`src/rtl/synth_pkg.sv`:
```
// Shared constants and FSM state encoding for the TDM voice mixer.
package synth_pkg;

  localparam int unsigned BitdepthDefault = 14;

  // Offset-binary silence level for a given sample width.
  function automatic int unsigned midscale_of(input int unsigned bd);
    return 32'd1 << (bd - 1);
  endfunction

  localparam int unsigned MidscaleDefault = midscale_of(BitdepthDefault);

  // Mixer FSM state encoding
  typedef logic [1:0] mix_state_t;
  localparam mix_state_t StIdle  = 2'd0;
  localparam mix_state_t StAccum = 2'd1;
  localparam mix_state_t StOut   = 2'd2;

endpackage

```
`src/rtl/mixer_tdm_mac.sv`:
```
// Signed multiply-accumulate for one mixer channel per cycle.
// acc_sum_o is the running total including the current channel's product.
module mixer_tdm_mac #(
  parameter int unsigned BITDEPTH = 14,
  parameter int unsigned GAINW    = 4,
  parameter int unsigned AccW     = 22
) (
  input  logic                       clk_i,
  input  logic                       rst_ni,
  input  logic                       clear_i,
  input  logic                       en_i,
  input  logic [BITDEPTH-1:0]        sample_i,
  input  logic [GAINW-1:0]           gain_i,
  input  logic                       muted_i,
  output logic signed [AccW-1:0]     acc_sum_o
);

  localparam int unsigned ProdW = BITDEPTH + GAINW + 1;

  logic signed [BITDEPTH-1:0] sample_s;
  logic signed [GAINW:0]      gain_s;
  logic signed [ProdW-1:0]    prod;
  logic signed [AccW-1:0]     acc_q, acc_d;

  // Offset-binary to two's complement; gain is unsigned so zero-extend it.
  always_comb begin
    sample_s  = {~sample_i[BITDEPTH-1], sample_i[BITDEPTH-2:0]};
    gain_s    = {1'b0, gain_i};
    prod      = muted_i ? '0 : ProdW'(sample_s) * ProdW'(gain_s);
    acc_sum_o = acc_q + AccW'(prod);
  end

  // Accumulator next state: clear on frame start, add while enabled
  always_comb begin
    acc_d = acc_q;
    if (clear_i) begin
      acc_d = '0;
    end else if (en_i) begin
      acc_d = acc_sum_o;
    end
  end

  // Accumulator register
  always_ff @(posedge clk_i or negedge rst_ni) begin
    if (!rst_ni) begin
      acc_q <= '0;
    end else begin
      acc_q <= acc_d;
    end
  end

endmodule

```
`src/rtl/mixer_tdm.sv`:
```
// Time-division multiplexed voice mixer: one channel MAC per cycle, result
// registered on the last channel so mix_valid lands NCH+1 cycles after tick.
// Optional feature: define MIXER_TDM_SATURATE_EN to clamp instead of wrap.
module mixer_tdm
  import synth_pkg::*;
#(
  parameter int unsigned NCH      = 8,
  parameter int unsigned BITDEPTH = BitdepthDefault,
  parameter int unsigned GAINW    = 4,
  parameter int unsigned HEADROOM = 2
) (
  input  logic                      clk,
  input  logic                      rst,
  input  logic                      sample_tick,
  input  logic [NCH*BITDEPTH-1:0]   in_flat,
  input  logic [NCH*GAINW-1:0]      gain_flat,
  input  logic [NCH-1:0]            mute,
  output logic [BITDEPTH-1:0]       mix,
  output logic                      mix_valid,
  output logic                      busy,
  output logic                      clip,
  output logic                      overrun
);

  localparam int unsigned IdxW  = (NCH > 1) ? $clog2(NCH) : 1;
  localparam int unsigned AccW  = BITDEPTH + GAINW + $clog2(NCH) + 1;
  localparam int unsigned Shift = GAINW - 1 + HEADROOM;
  localparam logic [BITDEPTH-1:0] MidScale = BITDEPTH'(midscale_of(BITDEPTH));
  localparam logic [IdxW-1:0]     LastIdx  = IdxW'(NCH - 1);

  mix_state_t                state_q, state_d;
  logic [IdxW-1:0]           idx_q, idx_d;
  logic [NCH*BITDEPTH-1:0]   in_q, in_d;
  logic [NCH*GAINW-1:0]      gain_q, gain_d;
  logic [NCH-1:0]            mute_q, mute_d;
  logic [BITDEPTH-1:0]       mix_q, mix_d;
  logic                      mix_valid_q, mix_valid_d;
  logic                      clip_q, clip_d;
  logic                      overrun_q, overrun_d;

  logic                      acc_clear, acc_en;
  logic [BITDEPTH-1:0]       cur_sample;
  logic [GAINW-1:0]          cur_gain;
  logic                      cur_mute;
  logic signed [AccW-1:0]    acc_sum;
  logic signed [AccW-1:0]    shifted;
  logic [BITDEPTH-1:0]       res;
  logic                      clip_res;
  logic [BITDEPTH-1:0]       out_word;

  // Select the snapshotted channel addressed by idx
  always_comb begin
    cur_sample = '0;
    cur_gain   = '0;
    cur_mute   = 1'b0;
    for (int i = 0; i < NCH; i++) begin
      if (idx_q == IdxW'(i)) begin
        cur_sample = in_q[i*BITDEPTH +: BITDEPTH];
        cur_gain   = gain_q[i*GAINW +: GAINW];
        cur_mute   = mute_q[i];
      end
    end
  end

  mixer_tdm_mac #(
    .BITDEPTH (BITDEPTH),
    .GAINW    (GAINW),
    .AccW     (AccW)
  ) u_mac (
    .clk_i     (clk),
    .rst_ni    (rst),
    .clear_i   (acc_clear),
    .en_i      (acc_en),
    .sample_i  (cur_sample),
    .gain_i    (cur_gain),
    .muted_i   (cur_mute),
    .acc_sum_o (acc_sum)
  );

  // Output stage: scale the final sum, then clamp or wrap to sample width
  always_comb begin
    shifted  = acc_sum >>> Shift;
    res      = BITDEPTH'(shifted);
    clip_res = 1'b0;
`ifdef MIXER_TDM_SATURATE_EN
    if (shifted > $signed(AccW'((1 << (BITDEPTH - 1)) - 1))) begin
      res      = {1'b0, {(BITDEPTH-1){1'b1}}};
      clip_res = 1'b1;
    end else if (shifted < -$signed(AccW'(1 << (BITDEPTH - 1)))) begin
      res      = {1'b1, {(BITDEPTH-1){1'b0}}};
      clip_res = 1'b1;
    end
`endif
    out_word = {~res[BITDEPTH-1], res[BITDEPTH-2:0]};
  end

  // FSM next state, snapshot capture and output register updates
  always_comb begin
    state_d     = state_q;
    idx_d       = idx_q;
    in_d        = in_q;
    gain_d      = gain_q;
    mute_d      = mute_q;
    mix_d       = mix_q;
    mix_valid_d = 1'b0;
    clip_d      = clip_q;
    overrun_d   = 1'b0;
    acc_clear   = 1'b0;
    acc_en      = 1'b0;
    case (state_q)
      StIdle: begin
        if (sample_tick) begin
          in_d      = in_flat;
          gain_d    = gain_flat;
          mute_d    = mute;
          idx_d     = '0;
          acc_clear = 1'b1;
          state_d   = StAccum;
        end
      end
      StAccum: begin
        acc_en    = 1'b1;
        overrun_d = sample_tick;
        if (idx_q == LastIdx) begin
          // Register the result now so it is visible during OUT
          mix_d       = out_word;
          clip_d      = clip_res;
          mix_valid_d = 1'b1;
          state_d     = StOut;
        end else begin
          idx_d = idx_q + 1'b1;
        end
      end
      StOut: begin
        // A tick here is still an overrun; the frame is not yet released
        overrun_d = sample_tick;
        idx_d     = '0;
        state_d   = StIdle;
      end
      default: begin
        state_d = StIdle;
        idx_d   = '0;
      end
    endcase
  end

  // State registers with asynchronous active-low reset
  always_ff @(posedge clk or negedge rst) begin
    if (!rst) begin
      state_q     <= StIdle;
      idx_q       <= '0;
      in_q        <= '0;
      gain_q      <= '0;
      mute_q      <= '0;
      mix_q       <= MidScale;
      mix_valid_q <= 1'b0;
      clip_q      <= 1'b0;
      overrun_q   <= 1'b0;
    end else begin
      state_q     <= state_d;
      idx_q       <= idx_d;
      in_q        <= in_d;
      gain_q      <= gain_d;
      mute_q      <= mute_d;
      mix_q       <= mix_d;
      mix_valid_q <= mix_valid_d;
      clip_q      <= clip_d;
      overrun_q   <= overrun_d;
    end
  end

  assign mix       = mix_q;
  assign mix_valid = mix_valid_q;
  assign busy      = (state_q != StIdle);
  assign clip      = clip_q;
  assign overrun   = overrun_q;

endmodule

```
`config.mk`:
```
export PLATFORM = sky130hd
export DESIGN_NAME = mixer_tdm
export DESIGN_NICKNAME = d
export VERILOG_FILES = /design/src/rtl/synth_pkg.sv /design/src/rtl/mixer_tdm_mac.sv /design/src/rtl/mixer_tdm.sv
export SDC_FILE = /design/constraint.sdc
export NUM_CORES = 1
export LEC_CHECK = 0
export ABC_AREA = 1
export CAP_MARGIN = 20
export CORE_MARGIN = 1.5
export CORE_UTILIZATION = 50
export CTS_CLUSTER_DIAMETER = 120
export DETAILED_ROUTE_END_ITERATION = 6
export MAX_ROUTING_LAYER = met4
export PLACE_DENSITY = 0.85
export SLEW_MARGIN = 20
export SYNTH_ARGS = -nofsm -noshare
export SYNTH_HDL_FRONTEND = slang
export SYNTH_SLANG_ARGS = --single-unit
```
`constraint.sdc`:
```
create_clock -name clk -period 6.8 [get_ports clk]
set_input_delay 1.36 -clock clk [delete_from_list [all_inputs] [get_ports clk]]
set_output_delay 1.36 -clock clk [all_outputs]
set_load 0.05 [all_outputs]
```
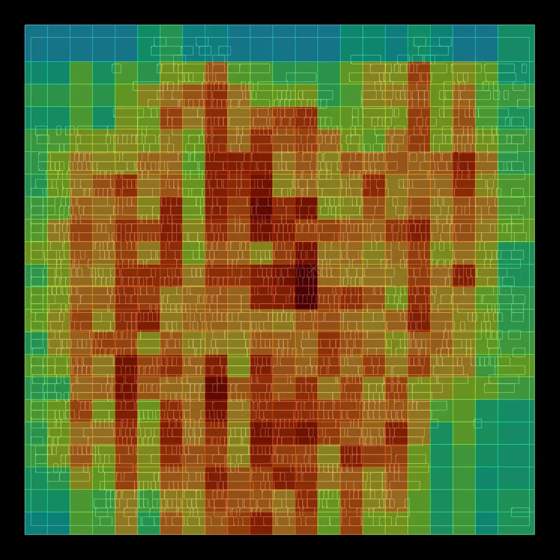
(images/final_congestion.png)
total global-route track usage: 27.8%
most used routing layer: met2

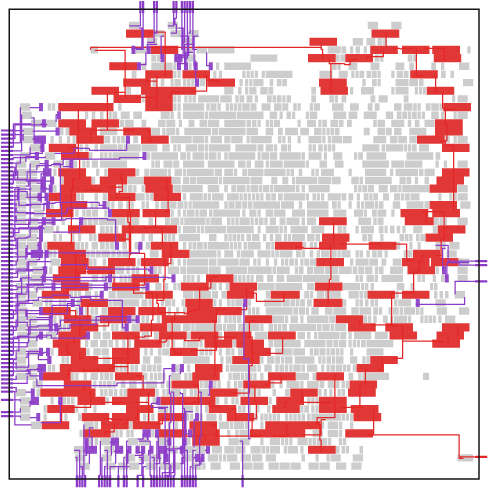
(images/port_nets.png)
(3 px per µm)
- rst: red (bits 1; direction input; edge right; end cells 192; buffers 3; wire 1380 µm)
- in_flat: purple (bits 112; direction input; edge 68 left, 30 bottom, 11 top, 3 right; end cells 112; buffers 112; wire 2340 µm)
I/O Pins: 173
port bufs: 171

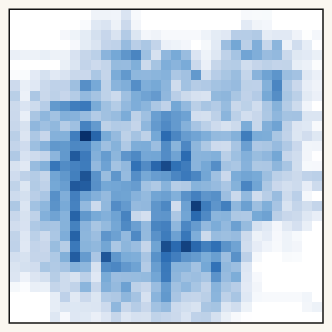
(images/wire_density.png)
(2 px per µm) 31 x 31 tiles, from white (low) to dark blue (high), scaled to the fullest tile. Values are wire area over tile area, all layers added.
- mean over tiles: 0.23
- emptiest ninth of the die: bottom right
- densest ninth of the die: middle
- nearly empty tiles: 13%
- tiles over half the peak: 20%
- fullest tile: 0.73
drt total wl: 33900 µm
Wirelength per Cell: 16.6 µm
Vias: 11100

==> ci_impl_report.md <==
### Yosys + OpenROAD results

| Metric | Value |
|---|---|
| Seq area share | `31.3%` |
| Crit-path max FO | `7` |
| Mapped Cells | `1526` |
| Yosys Chip Area | `11700 µm²` |
| Failing checks | `design-rule violations, negative setup slack` |
| Flop area | `4810 µm²` |
| Top non-seq family | `simple AND/OR/NAND/NOR gates` |
| Clkbuf count | `17` |
| Crit path to | `mix[13]` |
| Max Cap Violations | `0` |
| Ys Warns | `0` |
| Met2 Track Usage GR | `45.7%` |
| Post-route worst setup slack | `-0.134 ns` |
| Post-layout util | `67.3%` |
| Slowest CP cell | `fa_1` |
| Most common cell on crit path | `nand2_1` |
| Ys cells | `1526` |
| Latest clock arrival within the worst-skew pair | `0.45 ns` |
| GR Layer Usage met1 | `35.7%` |
| Initial antenna violation count | `0` |
| Least-Margin Pin Slew | `1.10 ns` |
| Post-CTS Setup Bufs | `2` |
| Worst Setup SP | `idx_q[1]` |
| CTS tree | `done` |
| Compound Share, Synth | `11.3%` |
| Worst Hold Class | `reg2reg` |
| P&R area growth vs syn | `31.1%` |
| Min Hold Slack | `0.481 ns` |
| Drt pass-1 iters | `7` |
| Worst r2r src | `idx_q[1]` |
| Vias in the first global route | `10700` |
| Met3 WL | `2220 µm` |
| Pin count of the biggest net entering global routing | `140` |
| DRC | `1` |
| Max_slew headroom | `26.4%` |
| Hold path cells | `2` |
| Placed Cells incl. Taps | `1983` |
| Setup TNS Final | `-0.336 ns` |
| Hold buffers post-CTS | `0` |
| Htree depth | `4` |
| Leading area contributor after synthesis | `dfrtp_1` |
| Final period util | `102%` |
| GPL Wtd Cong | `0.925` |
| CTS Buf Count | `17` |
| Mux share | `0%` |
| Adders+Majority by Area | `11.8%` |
| Log Warnings | `38` |
| Clock skew | `0.0204 ns` |
| Buffering overhead | `15.1%` |
| Largest cell class by area | `logic gates` |
| Flops | `192` |
| Die Wd | `156 µm` |
| First-pass GRT wire length | `52000 µm` |
| Comb_multi_in | `1134` |
| Drt via density | `5.45` |
| Antenna viol nets, final | `0` |
| Share of synthesized registers carrying an async set or reset | `100%` |
| Comb area | `6660 µm²` |
| Signal buffers | `236` |
| Final Instance Area | `15400 µm²` |
| WS Path Type | `reg2reg` |
| Most frequent logic cell in the layout | `nand2_1` |
| Clock Path Buffers | `2` |
| Clk sinks | `192` |
| Register share after synthesis | `41.0%` |
| Share of layout cells above drive strength 1 | `14.5%` |
| Synth top cells by count | `nand2_1, dfrtp_1, inv_1, nor2_1, o21ai_0` |
| Fmax | `0.144 GHz` |
| Outcome | `finished, violations left` |
| CTS root buf | `clkbuf_16` |
| Crit path time final | `6.93 ns` |
| Simple-Gate Area Share | `27.9%` |
| Setup-failing EPs final | `3` |
| Post-Syn Nets | `1774` |
| Core Rows | `55` |
| # diodes | `0` |
| R2R Path End | `mix[13]` |
worst max-delay path: cells and delay by family, from the launching register on:
| kind | cells | cell delay (ns) |
|---|---|---|
| AND/OR/NAND/NOR | 18 | 2.01 |
| adder cells (fa/ha/maj) | 6 | 2.01 |
| XOR/XNOR | 1 | 0.20 |
| buffers and inverters | 8 | 0.85 |
| flip-flops | 1 | 0.43 |
| AND-OR/OR-AND | 10 | 1.37 |
sequential cells by signal, indices dropped and copies added, names as in the netlist:
signal	cells
idx_q	3
mute_q	8
overrun	1
mix_valid	1
state_q	2
gain_q	32
in_q	112
mix	14
u_mac.acc_q	19
